## src/rtl/pipe_id_exe_reg.sv

```systemverilog
// rtl/pipe_id_exe_reg.sv - ID/EXE pipeline register with load-use bubble insertion
// Hold freezes EXE; flush or a load-use hazard loads an all-zero bubble, counted saturating.
module pipe_id_exe_reg #(
  parameter int CNT_W = 16
) (
  input  logic             clock,
  input  logic             resetn,
  input  logic [31:0]      ID_a,
  input  logic [31:0]      ID_b,
  input  logic [31:0]      ID_imm,
  input  logic [31:0]      ID_pc_plus_4,
  input  logic [4:0]       ID_reg_w_num,
  input  logic [3:0]       ID_aluc,
  input  logic             ID_alu_imm,
  input  logic             ID_shift,
  input  logic             ID_jal,
  input  logic             ID_wreg,
  input  logic             ID_m2reg,
  input  logic             ID_wmem,
  input  logic             ID_valid,
  input  logic [4:0]       ID_rs,
  input  logic [4:0]       ID_rt,
  input  logic             ID_use_rs,
  input  logic             ID_use_rt,
  input  logic             hold,
  input  logic             flush,
  output logic [31:0]      EXE_a,
  output logic [31:0]      EXE_b,
  output logic [31:0]      EXE_imm,
  output logic [31:0]      EXE_pc_plus_4,
  output logic [4:0]       EXE_reg_w_num,
  output logic [3:0]       EXE_aluc,
  output logic             EXE_alu_imm,
  output logic             EXE_shift,
  output logic             EXE_jal,
  output logic             EXE_wreg,
  output logic             EXE_m2reg,
  output logic             EXE_wmem,
  output logic             EXE_valid,
  output logic             load_use_stall,
  output logic [CNT_W-1:0] bubble_count
);

  typedef struct packed {
    logic [31:0] a;
    logic [31:0] b;
    logic [31:0] imm;
    logic [31:0] pc_plus_4;
    logic [4:0]  reg_w_num;
    logic [3:0]  aluc;
    logic        alu_imm;
    logic        shift;
    logic        jal;
    logic        wreg;
    logic        m2reg;
    logic        wmem;
    logic        valid;
  } exe_t;

  exe_t             exe_q, exe_d, id_s;
  logic [CNT_W-1:0] cnt_q, cnt_d;
  logic             hit_rs, hit_rt, bubble;

  assign id_s = '{a: ID_a, b: ID_b, imm: ID_imm, pc_plus_4: ID_pc_plus_4,
                  reg_w_num: ID_reg_w_num, aluc: ID_aluc, alu_imm: ID_alu_imm,
                  shift: ID_shift, jal: ID_jal, wreg: ID_wreg, m2reg: ID_m2reg,
                  wmem: ID_wmem, valid: ID_valid};

  // Only a valid load writing a non-zero register can stall; ALU results are forwarded.
  assign hit_rs = ID_use_rs & (ID_rs == exe_q.reg_w_num);
  assign hit_rt = ID_use_rt & (ID_rt == exe_q.reg_w_num);
  assign load_use_stall = exe_q.valid & exe_q.m2reg & exe_q.wreg &
                          (exe_q.reg_w_num != 5'd0) & ID_valid & (hit_rs | hit_rt);

  assign bubble = flush | (~hold & load_use_stall);

  always_comb begin
    exe_d = exe_q;
    cnt_d = cnt_q;
    if (bubble) begin
      exe_d = '0;
      if (cnt_q != {CNT_W{1'b1}}) cnt_d = cnt_q + 1'b1;
    end else if (!hold) begin
      exe_d = id_s;
    end
  end

  always_ff @(posedge clock or negedge resetn) begin
    if (!resetn) begin
      exe_q <= '0;
      cnt_q <= '0;
    end else begin
      exe_q <= exe_d;
      cnt_q <= cnt_d;
    end
  end

  assign EXE_a         = exe_q.a;
  assign EXE_b         = exe_q.b;
  assign EXE_imm       = exe_q.imm;
  assign EXE_pc_plus_4 = exe_q.pc_plus_4;
  assign EXE_reg_w_num = exe_q.reg_w_num;
  assign EXE_aluc      = exe_q.aluc;
  assign EXE_alu_imm   = exe_q.alu_imm;
  assign EXE_shift     = exe_q.shift;
  assign EXE_jal       = exe_q.jal;
  assign EXE_wreg      = exe_q.wreg;
  assign EXE_m2reg     = exe_q.m2reg;
  assign EXE_wmem      = exe_q.wmem;
  assign EXE_valid     = exe_q.valid;
  assign bubble_count  = cnt_q;

endmodule

```

## config.mk

```make
export PLATFORM = sky130hd
export DESIGN_NAME = pipe_id_exe_reg
export DESIGN_NICKNAME = d
export VERILOG_FILES = /design/src/rtl/pipe_id_exe_reg.sv
export SDC_FILE = /design/constraint.sdc
export NUM_CORES = 1
export LEC_CHECK = 0
export CAP_MARGIN = 40
export CORE_AREA = 2 2 126 128
export CTS_CLUSTER_DIAMETER = 80
export DETAILED_ROUTE_END_ITERATION = 10
export DIE_AREA = 0 0 128 130
export PLACE_DENSITY = 0.88
export SLEW_MARGIN = 0
export SYNTH_ARGS = -nofsm -noshare
export SYNTH_HDL_FRONTEND = slang
export SYNTH_SLANG_ARGS = --single-unit
```

## constraint.sdc

```tcl
create_clock -name clock -period 4.3 [get_ports clock]
set_input_delay 0.645 -clock clock [delete_from_list [all_inputs] [get_ports clock]]
set_output_delay 0.645 -clock clock [all_outputs]
set_load 0.03 [all_outputs]
```

==> results.txt <==
fresh numbers from the pnr run: outcome completed, CP top delay family buffers and inverters, grt peak-use layer met2, WHS 191.8 ps, EDFF count, synth 0, Nets 887, startpoint type of the worst setup path input pin, met2 routed WL 8.475 mm, M2 GR Usage 33.06%, Slew Limit Fails 0, total design power 4.034 mW, Peak VDD IR 233.0 uV, TritonCTS Buffers 17, Adders+Majority by Area 0.2101%, Finished Core Util 64.07%, Clock buf/inv share 5.899%, Yosys top cell by instances dfrtp_1, ys cells 414, Root Driver clkbuf_16, RR Endpoint EXE_imm[17], syn_nets 575, Hold Crit Class input pin to asynchronous set/reset pin, Slew HR 46.67%, Critical-path top delay cell clkdlybuf4s50_1, postcts setup bufs 0, Final non-clock buffer share 32.93%, registers 160, Setup WS pre-CTS 995.2 ps, crit path to load_use_stall, CP Buf/Inv Count 2, Final Hold Fails 0, comb pwr 842 uW, YS chip area 0.005956 sq mm, CP peak stage delay 740 ps, Synth mux share 0.3571%, syn avg cell area 14.39 sq um, P_clk 1.48 mW, # hold bufs at CTS 0, top logic cells by instance count in the layout clkdlybuf4s50_1 (319), dfrtp_1 (160), a22o_1 (143), post_cts resized 0, Mapped Cells 414, met3 WL 1.238 mm, Synth Area in XOR/XNOR 3.529%, endpoint class of the critical path output port, # setup viols final 0, TritonCTS clock tree done, switching share of power 28.40%, Crit path depth 6, clock buffer depth 2, Vias/cell 5.170, I/O pin count 321, Setup Crit Path Kind input pin to output port, P_sw 1.145 mW, yosys simple share 4.265%, Non-clock buffers 325, reg2reg start EXE_reg_w_num[0], GR Layer Usage met1 23.57%, # placed instances 899, maximum fanout along the worst path 3, setup TNS 0 ps, DRT antenna net count 0, OpenROAD warning count 26, CP Launch Point ID_rt[4], combinational power share 20.9%, worst skew pair latency 420 ps, Worst Reg-to-Reg Cells 6, Seq/Total Area, Yosys 67.23%, f_max 301.5 MHz, CLK BUF 17, FP Core Util 38.61%, met3 Usage GRT 5.453%, n_diodes 0, top sig layer met4, max_cap viols 0, invs w/o clock 1, flip-flop and latch area 0.004004 sq mm, Largest logic family AND-OR/OR-AND gates, largest net degree at the start of global routing 98
==> images/clk_routes.png <==
Scale bar: 50 microns.
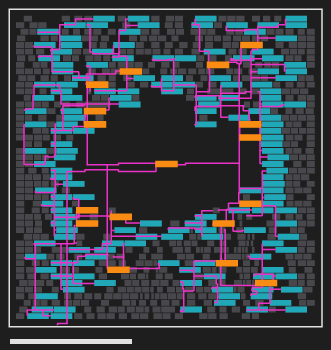
- clock drivers: orange (count 17)
- flip-flops: cyan (count 160)
- clock wires: magenta (length 1820 microns)
- flops lie: widely spread

==> images/placement.png <==
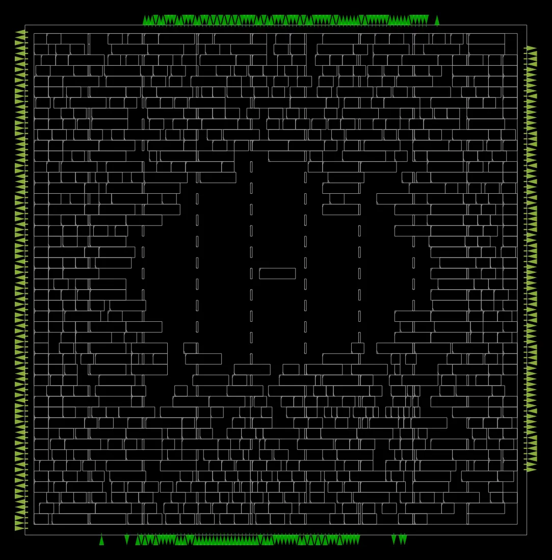
core area: 0.01542 sq mm
Site Rows: 46

==> images/metal_density.png <==
26 x 26 tiles, from dark blue (low) to red (high), scaled to the fullest tile. Values are wire area over tile area, all layers added.
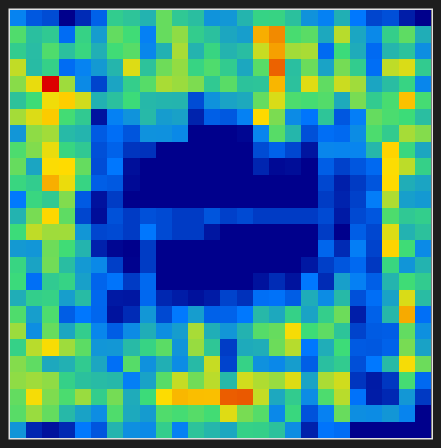
- nearly empty tiles: 13%
- emptiest ninth of the die: center
- mean over tiles: 0.17
- tiles over half the peak: 25%
- fullest tile: 0.49
Total GRT Usage: 19.62%
WL/cell: 18.26 microns
vias post-DR: 4813

==> images/flops_by_reg.png <==
Scale bar: 50 microns.
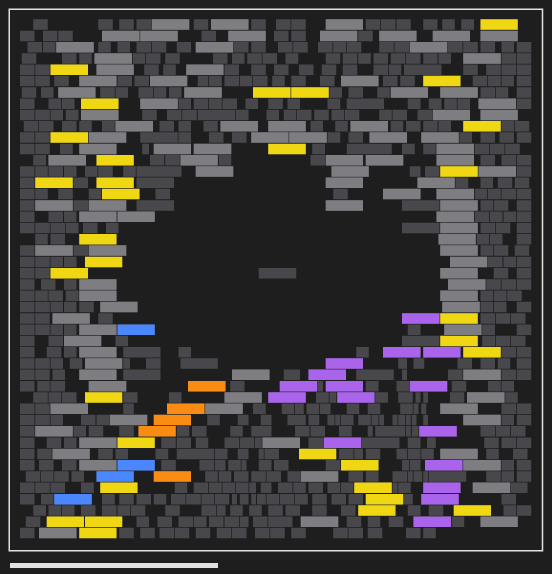
- `EXE_aluc`: blue (flops 4; where south-west)
- `EXE_reg_w_num`: orange (flops 5)
- `EXE_a`: yellow (flops 32; where widely spread)
- `bubble_count`: purple (flops 16)
- not colored: 103

==> images/sizes.png <==
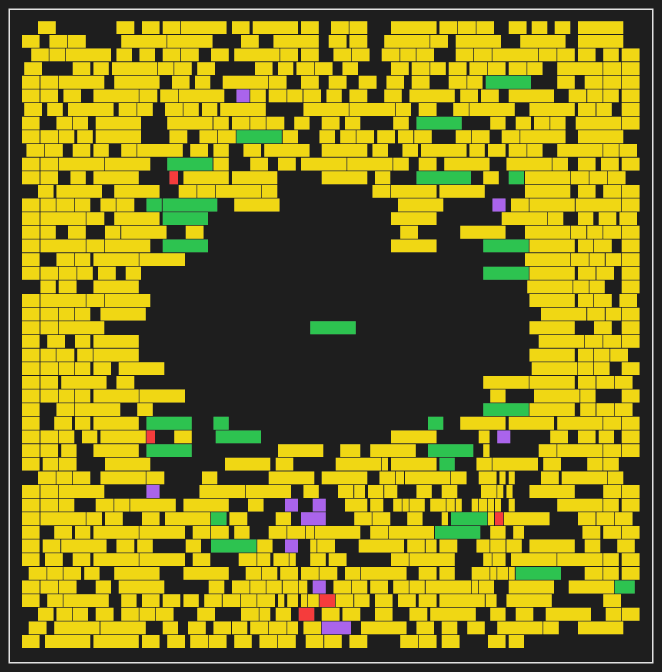
- _0 and _1 cells: yellow (cells 697)
- _3 and _4 cells: purple (cells 10)
- _2 cells: red (cells 5)
- _6 and larger: green (cells 27)

Power and IR drop assume default switching activity.
